## config.mk

```make
export PLATFORM = sky130hd
export DESIGN_NAME = cb_op_sequencer
export DESIGN_NICKNAME = d
export VERILOG_FILES = /design/src/rtl/cb_op_sequencer_pkg.sv /design/src/rtl/cb_mem_port.sv /design/src/rtl/cb_op_sequencer.sv
export SDC_FILE = /design/constraint.sdc
export NUM_CORES = 1
export LEC_CHECK = 0
export CORE_AREA = 2 2 64 126
export CTS_CLUSTER_SIZE = 8
export DETAILED_ROUTE_END_ITERATION = 10
export DIE_AREA = 0 0 66 128
export PLACE_DENSITY_LB_ADDON = 0.2
export RECOVER_POWER = 25
export SYNTH_ARGS = -nofsm -noshare
export SYNTH_HDL_FRONTEND = slang
export SYNTH_HIERARCHICAL = 1
export SYNTH_SLANG_ARGS = --single-unit
```

## constraint.sdc

```tcl
create_clock -name i_Clk -period 6.1 [get_ports i_Clk]
set_clock_uncertainty 0.1 [all_clocks]
set_input_delay 0.915 -clock i_Clk [delete_from_list [all_inputs] [get_ports i_Clk]]
set_output_delay 0.915 -clock i_Clk [all_outputs]
set_load 0.005 [all_outputs]
```

## src/rtl/cb_op_sequencer_pkg.sv

```systemverilog
// rtl/cb_op_sequencer_pkg.sv - shared states, constants and decode helpers for the CB op sequencer
package cb_op_sequencer_pkg;

   typedef enum logic [2:0] {
      ST_IDLE,
      ST_MEM_RD,
      ST_EXEC,
      ST_MEM_WR,
      ST_WB
   } state_t;

   // Operand field encodings (opcode[2:0])
   localparam logic [2:0] REG_HL_IND = 3'd6;
   localparam logic [2:0] REG_A      = 3'd7;

   // Operation groups (opcode[7:6])
   localparam logic [1:0] GRP_SHIFT = 2'b00;
   localparam logic [1:0] GRP_BIT   = 2'b01;
   localparam logic [1:0] GRP_RES   = 2'b10;
   localparam logic [1:0] GRP_SET   = 2'b11;

   // Unprefixed accumulator rotates
   localparam logic [7:0] OP_RLCA = 8'h07;
   localparam logic [7:0] OP_RRCA = 8'h0F;
   localparam logic [7:0] OP_RLA  = 8'h17;
   localparam logic [7:0] OP_RRA  = 8'h1F;

   // Cycles a memory request may wait for its acknowledge
   localparam logic [7:0] MEM_TIMEOUT_LIMIT = 8'd255;

   function automatic logic is_acc_rotate(input logic [7:0] op);
      return (op == OP_RLCA) || (op == OP_RRCA) || (op == OP_RLA) || (op == OP_RRA);
   endfunction

   // Only CB-prefixed opcodes can address (HL); unprefixed rotates always use A
   function automatic logic uses_hl(input logic [7:0] op, input logic unprefixed);
      return !unprefixed && (op[2:0] == REG_HL_IND);
   endfunction

   // SET and RES leave the flags untouched
   function automatic logic writes_flags(input logic [1:0] grp);
      logic w;
      w = 1'b0;
      case (grp)
         GRP_SHIFT, GRP_BIT: w = 1'b1;
         GRP_RES, GRP_SET:   w = 1'b0;
      endcase
      return w;
   endfunction

endpackage

```

## src/rtl/cb_mem_port.sv

```systemverilog
// rtl/cb_mem_port.sv - registered memory request port with ack capture; timeout under CB_SEQ_MEM_TIMEOUT_EN
module cb_mem_port (
   input  logic        clk,
   input  logic        rst,
   input  logic        rd_go,
   input  logic        wr_go,
   input  logic [15:0] addr,
   input  logic [7:0]  wdata,
   input  logic        ack,
   input  logic [7:0]  rdata,
   output logic        req,
   output logic        we,
   output logic [15:0] req_addr,
   output logic [7:0]  req_wdata,
   output logic [7:0]  rdata_q,
   output logic        ack_hit,
   output logic        tmo,
   output logic        fault
);

   logic        req_q;
   logic        we_q;
   logic [15:0] addr_q;
   logic [7:0]  wdata_q;
   logic [7:0]  rd_q;

   // An acknowledge only counts while a request is outstanding
   assign ack_hit   = req_q && ack;
   assign req       = req_q;
   assign we        = we_q;
   assign req_addr  = addr_q;
   assign req_wdata = wdata_q;
   assign rdata_q   = rd_q;

   // Request registers: load on go, drop the cycle after ack or on timeout
   always_ff @(posedge clk or posedge rst) begin
      if (rst) begin
         req_q   <= 1'b0;
         we_q    <= 1'b0;
         addr_q  <= 16'h0000;
         wdata_q <= 8'h00;
      end else if (rd_go) begin
         req_q  <= 1'b1;
         we_q   <= 1'b0;
         addr_q <= addr;
      end else if (wr_go) begin
         req_q   <= 1'b1;
         we_q    <= 1'b1;
         addr_q  <= addr;
         wdata_q <= wdata;
      end else if (ack_hit || tmo) begin
         req_q <= 1'b0;
         we_q  <= 1'b0;
      end
   end

   // Capture read data on the acknowledging edge of a read
   always_ff @(posedge clk or posedge rst) begin
      if (rst) begin
         rd_q <= 8'h00;
      end else if (ack_hit && !we_q) begin
         rd_q <= rdata;
      end
   end

`ifdef CB_SEQ_MEM_TIMEOUT_EN
   import cb_op_sequencer_pkg::*;

   logic [7:0] wait_q;
   logic       fault_q;

   assign tmo   = req_q && !ack && (wait_q == (MEM_TIMEOUT_LIMIT - 8'd1));
   assign fault = fault_q;

   // Count unacknowledged request cycles, restarting with each new request
   always_ff @(posedge clk or posedge rst) begin
      if (rst) begin
         wait_q <= 8'd0;
      end else if (rd_go || wr_go) begin
         wait_q <= 8'd0;
      end else if (req_q) begin
         wait_q <= wait_q + 8'd1;
      end
   end

   // One-cycle fault pulse following the abandoned request
   always_ff @(posedge clk or posedge rst) begin
      if (rst) begin
         fault_q <= 1'b0;
      end else begin
         fault_q <= tmo;
      end
   end
`else
   assign tmo   = 1'b0;
   assign fault = 1'b0;
`endif

endmodule

```

## src/rtl/cb_op_sequencer.sv

```systemverilog
// rtl/cb_op_sequencer.sv - CB/accumulator-rotate sequencer top; memory timeout under CB_SEQ_MEM_TIMEOUT_EN
module cb_op_sequencer (
   input  logic        i_Clk,
   input  logic        i_Reset,
   input  logic        i_Start,
   input  logic [7:0]  i_Opcode,
   input  logic        i_Unprefixed,
   input  logic [15:0] i_HL,
   input  logic [3:0]  i_F,
   output logic [2:0]  o_Reg_Sel,
   input  logic [7:0]  i_Reg_Data,
   output logic        o_Reg_We,
   output logic [7:0]  o_Reg_Wdata,
   output logic        o_F_We,
   output logic [3:0]  o_F,
   output logic [7:0]  o_Alu_A,
   output logic [4:0]  o_Alu_Opcode,
   output logic [3:0]  o_Alu_F,
   output logic        o_Alu_Disable_Z,
   input  logic [7:0]  i_Alu_A,
   input  logic [3:0]  i_Alu_F,
   output logic        o_Mem_Req,
   output logic        o_Mem_We,
   output logic [15:0] o_Mem_Addr,
   output logic [7:0]  o_Mem_Wdata,
   input  logic        i_Mem_Ack,
   input  logic [7:0]  i_Mem_Rdata,
   output logic        o_Busy,
   output logic        o_Done,
   output logic        o_Fault
);
   import cb_op_sequencer_pkg::*;

   state_t      state_q;
   state_t      state_d;
   logic [7:0]  op_q;
   logic        unpref_q;
   logic [15:0] hl_q;
   logic [7:0]  res_q;
   logic [3:0]  flg_q;

   logic        rd_go;
   logic        wr_go;
   logic [7:0]  mem_rdata;
   logic        ack_hit;
   logic        tmo;

   logic        hl_op;
   logic        acc_rot;
   logic        valid_op;
   logic        is_bit;
   logic        reg_op;
   logic [2:0]  reg_sel_cur;

   // Decode of the latched instruction
   assign hl_op       = uses_hl(op_q, unpref_q);
   assign acc_rot     = unpref_q && is_acc_rotate(op_q);
   assign valid_op    = !unpref_q || acc_rot;
   assign is_bit      = (op_q[7:6] == GRP_BIT);
   assign reg_op      = valid_op && !hl_op;
   assign reg_sel_cur = acc_rot ? REG_A : op_q[2:0];

   assign o_Busy      = (state_q != ST_IDLE);
   assign o_Reg_Wdata = res_q;
   assign o_F         = flg_q;

   cb_mem_port u_mem_port (
      .clk       (i_Clk),
      .rst       (i_Reset),
      .rd_go     (rd_go),
      .wr_go     (wr_go),
      .addr      ((state_q == ST_IDLE) ? i_HL : hl_q),
      .wdata     (i_Alu_A),
      .ack       (i_Mem_Ack),
      .rdata     (i_Mem_Rdata),
      .req       (o_Mem_Req),
      .we        (o_Mem_We),
      .req_addr  (o_Mem_Addr),
      .req_wdata (o_Mem_Wdata),
      .rdata_q   (mem_rdata),
      .ack_hit   (ack_hit),
      .tmo       (tmo),
      .fault     (o_Fault)
   );

   // State register
   always_ff @(posedge i_Clk or posedge i_Reset) begin
      if (i_Reset) begin
         state_q <= ST_IDLE;
      end else begin
         state_q <= state_d;
      end
   end

   // Latch the instruction when a start is accepted
   always_ff @(posedge i_Clk or posedge i_Reset) begin
      if (i_Reset) begin
         op_q     <= 8'h00;
         unpref_q <= 1'b0;
         hl_q     <= 16'h0000;
      end else if ((state_q == ST_IDLE) && i_Start) begin
         op_q     <= i_Opcode;
         unpref_q <= i_Unprefixed;
         hl_q     <= i_HL;
      end
   end

   // Hold the logic-unit result for memory write-back and register/flag write
   always_ff @(posedge i_Clk or posedge i_Reset) begin
      if (i_Reset) begin
         res_q <= 8'h00;
         flg_q <= 4'h0;
      end else if (state_q == ST_EXEC) begin
         res_q <= i_Alu_A;
         flg_q <= i_Alu_F;
      end
   end

   // Next state, memory go pulses and per-state outputs
   always_comb begin
      state_d         = state_q;
      rd_go           = 1'b0;
      wr_go           = 1'b0;
      o_Reg_Sel       = 3'd0;
      o_Reg_We        = 1'b0;
      o_F_We          = 1'b0;
      o_Alu_A         = 8'h00;
      o_Alu_Opcode    = 5'd0;
      o_Alu_F         = 4'h0;
      o_Alu_Disable_Z = 1'b0;
      o_Done          = 1'b0;
      case (state_q)
         ST_IDLE: begin
            if (i_Start) begin
               if (uses_hl(i_Opcode, i_Unprefixed)) begin
                  state_d = ST_MEM_RD;
                  rd_go   = 1'b1;
               end else begin
                  state_d = ST_EXEC;
               end
            end
         end
         ST_MEM_RD: begin
            if (tmo) begin
               state_d = ST_IDLE;
            end else if (ack_hit) begin
               state_d = ST_EXEC;
            end
         end
         ST_EXEC: begin
            if (reg_op) begin
               o_Reg_Sel = reg_sel_cur;
            end
            o_Alu_A         = hl_op ? mem_rdata : i_Reg_Data;
            o_Alu_Opcode    = op_q[7:3];
            o_Alu_F         = i_F;
            o_Alu_Disable_Z = acc_rot;
            if (hl_op && !is_bit) begin
               state_d = ST_MEM_WR;
               wr_go   = 1'b1;
            end else begin
               state_d = ST_WB;
            end
         end
         ST_MEM_WR: begin
            if (tmo) begin
               state_d = ST_IDLE;
            end else if (ack_hit) begin
               state_d = ST_WB;
            end
         end
         ST_WB: begin
            o_Done = 1'b1;
            if (reg_op) begin
               o_Reg_Sel = reg_sel_cur;
            end
            o_Reg_We = reg_op && !is_bit;
            o_F_We   = valid_op && writes_flags(op_q[7:6]);
            state_d  = ST_IDLE;
         end
         default: state_d = ST_IDLE;
      endcase
   end

endmodule

```

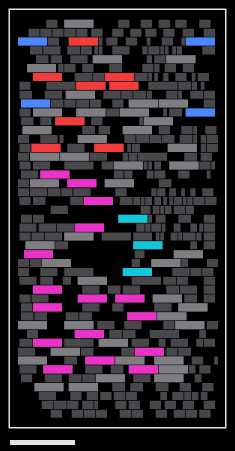
Fig. 1. Register map, names as in the netlist.
Scale bar: 20 um. Other sequential cells in the stronger gray, the rest of the logic in the fainter gray.
- u_mem_port/req_wdata: red (flops 8)
- hl_q: magenta (flops 16)
- o_F: blue (flops 4)
- state_q: cyan (flops 3)

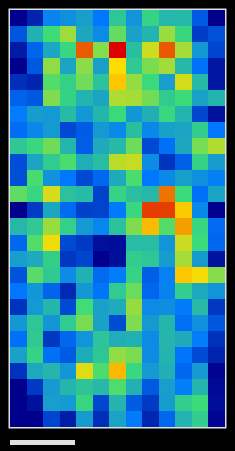
Fig. 2. Routed metal per tile.
Scale bar: 20 um. The die is cut into 13 by 26 equal tiles; dark blue is low, red is high, scaled to the fullest tile. Values are wire area over tile area, all layers added.
- tiles over half the peak: 19%
- fullest tile: 0.41
- mean over tiles: 0.15
- nearly empty tiles: 3.6%

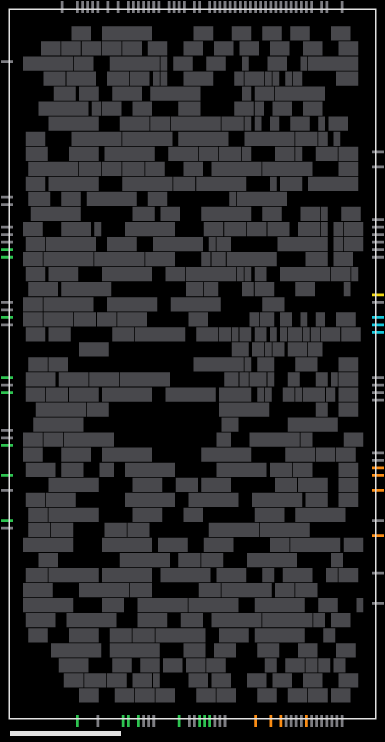
Fig. 3. I/O pins on the die edge.
Scale bar: 20 um. Pins as bars across the die edge, other pins in gray.
- o_Reg_Sel: cyan (pins 3; direction output; edge right)
- o_Mem_Req: yellow (pins 1; direction output; edge right)
- o_Mem_Addr: green (pins 16; direction output; edge 8 left, 8 bottom)
- i_Opcode: orange (pins 8; direction input; edge 4 right, 4 bottom)
- all pins by edge: 45 top, 32 bottom, 26 right, 22 left

==> tab_implementation.tex <==
% Implementation results table
\begin{tabular}{lr}
\hline
Metric & Value \\
\hline
\multicolumn{2}{l}{\textbf{Power}} \\
\quad Clk network pwr share & 19.1\% \\
\quad Seq pwr share & 36.2\% \\
\quad Comb group & 0.00108 W \\
\quad Switching power summed over all nets & 0.000696 W \\
\quad Part of the power in combinational logic & 44.7\% \\
\quad Internal Power & approximately 0.0017 W \\
\quad Max IR drop VDD & 0.302 mV \\
\quad Sequential logic power & 0.000878 W \\
\quad Max power group & combinational cells \\
\quad Power density over cell area & 477 nW/um\^{}2 \\
\quad Total power consumption of the routed design & 0.00242 W \\
\quad Net switching fraction of the power & 28.7\% \\
\multicolumn{2}{l}{\textbf{Status}} \\
\quad Run status & finished, violations left \\
\quad Violated checks & capacitance limit, slew limit \\
\multicolumn{2}{l}{\textbf{Timing}} \\
\quad Fin. max-slew vios & 76 \\
\quad Worst Tran Pin Value & 1.89 ns \\
\quad Final-report setup violation count & 0 \\
\quad Worst hold-check slack & 0.398 ns \\
\quad Fin Setup TNS & 0 ns \\
\quad Max-Slew Margin vs Limit & -26.1\% \\
\quad Final number of hold-violating endpoints & 0 \\
\quad Worst Slack Setup Final & 2.61 ns \\
\quad Final critical-path required period & 3.49 ns \\
\quad F\_max & 286 MHz \\
\multicolumn{2}{l}{\textbf{Route}} \\
\quad Number of DRC markers after the initial detailed-route iteration & 112 \\
\quad Final routed DRC violation total & 0 \\
\quad Average wire per cell in the routed design & between 15 and 20 um \\
\quad Top layer reached by signal wires & met4 \\
\quad M1 WL & 3.04 mm \\
\quad Remaining antenna violation count & 0 \\
\quad Wire length after detailed routing & 7.95 mm \\
\quad Via/cell ratio & about 5.1 \\
\quad Routed met2 length & 4.48 mm \\
\quad Number of detailed-routing iterations run before antenna repair & 4 \\
\multicolumn{2}{l}{\textbf{Synth}} \\
\quad Post-synthesis chip area from yosys & 3580 um\^{}2 \\
\quad Synthesized-area fraction occupied by adder cells & 0\% \\
\quad Cell taking the most area after synthesis & sky130\_fd\_sc\_hd\_\_dfrtp\_1 \\
\quad Post-synth tally of flip-flops with integrated enable & 0 \\
\quad Fraction of post-synthesis cell area in the top cell type by area & 51.7\% \\
\quad Simple-Gate Fraction of Synth Area & 9.85\% \\
\quad Per-instance average area after synthesis & 13.8 um\^{}2 \\
\quad Commonest cells in the netlist & sky130\_fd\_sc\_hd\_\_dfrtp\_1, sky130\_fd\_sc\_hd\_\_mux2\_2, sky130\_fd\_sc\_hd\_\_mux2\_4 \\
\quad Cell variety after synth & 38 \\
\quad Share of flip-flops with an asynchronous set or reset & 100\% \\
\quad Top flip-flop cell by instance count after synthesis & sky130\_fd\_sc\_hd\_\_dfrtp\_1 \\
\quad Cell count in the Yosys report & between 200 and 300 \\
\quad Library cell with the highest instance count after synthesis & sky130\_fd\_sc\_hd\_\_dfrtp\_1 \\
\quad Cell area after synthesis & 3580 um\^{}2 \\
\quad Complex Gates by Area & between 3 and 4\% \\
\quad Area fraction in xor and xnor cells & less than 1\% \\
\quad Synthesis warning total & 6 \\
\quad Seq cells post-synth & roughly 74 \\
\quad Multiplexer share of the synthesized area & 30.6\% \\
\quad Top non-seq family & multiplexers \\
\multicolumn{2}{l}{\textbf{CTS}} \\
\quad Maximum buffer depth of the clock tree & 2 \\
\quad TritonCTS clock tree & yes \\
\quad Clk pin slew, worst setup/hold paths & 0.06 ns \\
\quad CTS-repair resized insts & 0 \\
\quad CTS hold repair buffers & 0 \\
\quad Clock tree root buffer cell & sky130\_fd\_sc\_hd\_\_clkbuf\_16 \\
\quad Post-CTS setup buffers & 0 \\
\quad TritonCTS sink count & 74 \\
\multicolumn{2}{l}{\textbf{Floorplanning}} \\
\quad Chip footprint & 8450 um\^{}2 \\
\quad Floorplan core density & 47.5\% \\
\quad Horizontal extent of the die & 66 um \\
\quad Area of the core region & 7540 um\^{}2 \\
\quad Number of rows in the core area & 45 \\
\quad Number of placed I/O pins & 125 \\
\quad Tap cell count & around 94 \\
\multicolumn{2}{l}{\textbf{Worst setup path}} \\
\quad CP startpoint kind & flip-flop \\
\quad Required time at the endpoint of the critical path & 5.08 ns \\
\quad Crit path top cell by count & sky130\_fd\_sc\_hd\_\_nand2b\_1 \\
\quad Reg2reg start & unpref\_q \\
\quad Arrival @ worst endpoint & 2.48 ns \\
\quad Startpoint of the worst setup timing path & state\_q[2] \\
\quad Maximum single-stage delay on the critical path & 0.58 ns \\
\quad CP cell instances & nand2b\_1 -> nand2b\_1 -> a21oi\_1 -> clkdlybuf4s50\_1 \\
\quad Number of buffers and inverters on the critical path & 1 \\
\quad Capturing point of the worst reg2reg path & u\_mem\_port/req\_wdata[6] \\
\quad Slowest CP cell & sky130\_fd\_sc\_hd\_\_nand2b\_1 \\
\quad Largest fanout on the critical path & 20 \\
\quad Register-to-register path setup slack & $\sim$3.1 ns \\
\quad CP top delay family & simple AND/OR/NAND/NOR gates \\
\quad Setup Crit Path Kind & flip-flop to output port \\
\quad Count of cells along the worst register-to-register path & 5 \\
\multicolumn{2}{l}{\textbf{Final layout}} \\
\quad Non-Clock Inverter Count & 7 \\
\quad Final sequential cell count & between 70 and 80 \\
\quad Non-clock buffer contribution to total cell area & around 25\% \\
\quad Share of the final layout cell area in sequential cells & 36.4\% \\
\quad Layout filler cell count & $\sim$580 \\
\quad Most common library cell in the layout ignoring fill and taps & sky130\_fd\_sc\_hd\_\_clkdlybuf4s50\_1 \\
\quad Dominant logic cell types in the final layout & sky130\_fd\_sc\_hd\_\_clkdlybuf4s50\_1, sky130\_fd\_sc\_hd\_\_dfrtp\_1, sky130\_fd\_sc\_hd\_\_mux2\_2 \\
\quad Final core utilization & about 67\% \\
\quad Final nets & between 400 and 500 \\
\quad Layout area overhead & 41.8\% \\
\quad Proportion of cell area spent on the clock network & under 10\% \\
\quad Post-route design area & 5080 um\^{}2 \\
\quad Clock Buffer Count & 10 \\
\quad Comb area share & 31.0\% \\
\quad Final cell count without fillers & between 400 and 500 \\
\quad Non-clock buffer total of the final layout & 126 \\
\quad Ant diodes & 0 \\
\quad Logic area & 1570 um\^{}2 \\
\quad Largest class & registers \\
\multicolumn{2}{l}{\textbf{Min path}} \\
\quad Type of the worst min-delay path & flip-flop to flip-flop \\
\quad Hold Path Stages & 1 \\
\quad Worst Min Path Start & op\_q[4] \\
\multicolumn{2}{l}{\textbf{Global route}} \\
\quad GRT overflow & 0 \\
\quad Met2 Use GR & 37.6\% \\
\quad Initial antenna violation count & 0 \\
\quad Maximum number of pins on one net before global-route repair & 41 \\
\quad Met3 track demand over resource in global routing & 5.44\% \\
\quad Overall fraction of global-route tracks in use & 20.9\% \\
\quad Number of global-route vias before repair & 2659 \\
\quad Global-route wire length before repair & about 13 mm \\
\quad Most Used Layer, Global Route & met2 \\
\quad Grt met1 use & a little under a quarter \\
\multicolumn{2}{l}{\textbf{Placed design}} \\
\quad Placed cell area & 4830 um\^{}2 \\
\quad Cell count after placement & 467 \\
\quad Post-DP HPWL & 5.70 mm \\
\quad Routability congestion estimate & 0.867 \\
\multicolumn{2}{l}{\textbf{Flow run}} \\
\quad Total of max-cap violations & 2 \\
\quad Number of warnings the tools reported & 26 \\
\hline
\end{tabular}
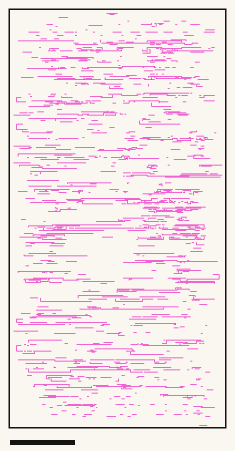
Fig. 4. M1 wires.
Scale bar: 20 um.
- share of all routed wire: 38%
- nets with wire on the layer: 390
- main direction: horizontal
- longest straight run: 25.5 um

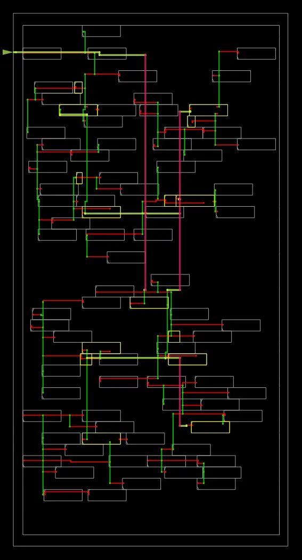
Fig. 5. Clock routing.
power in the clock group: 0.000463 W
number of buffers created by CTS: 9
Insertion Delay late pin: 0.33 ns

No activity file was given, so power comes from the tool's default toggle rates.
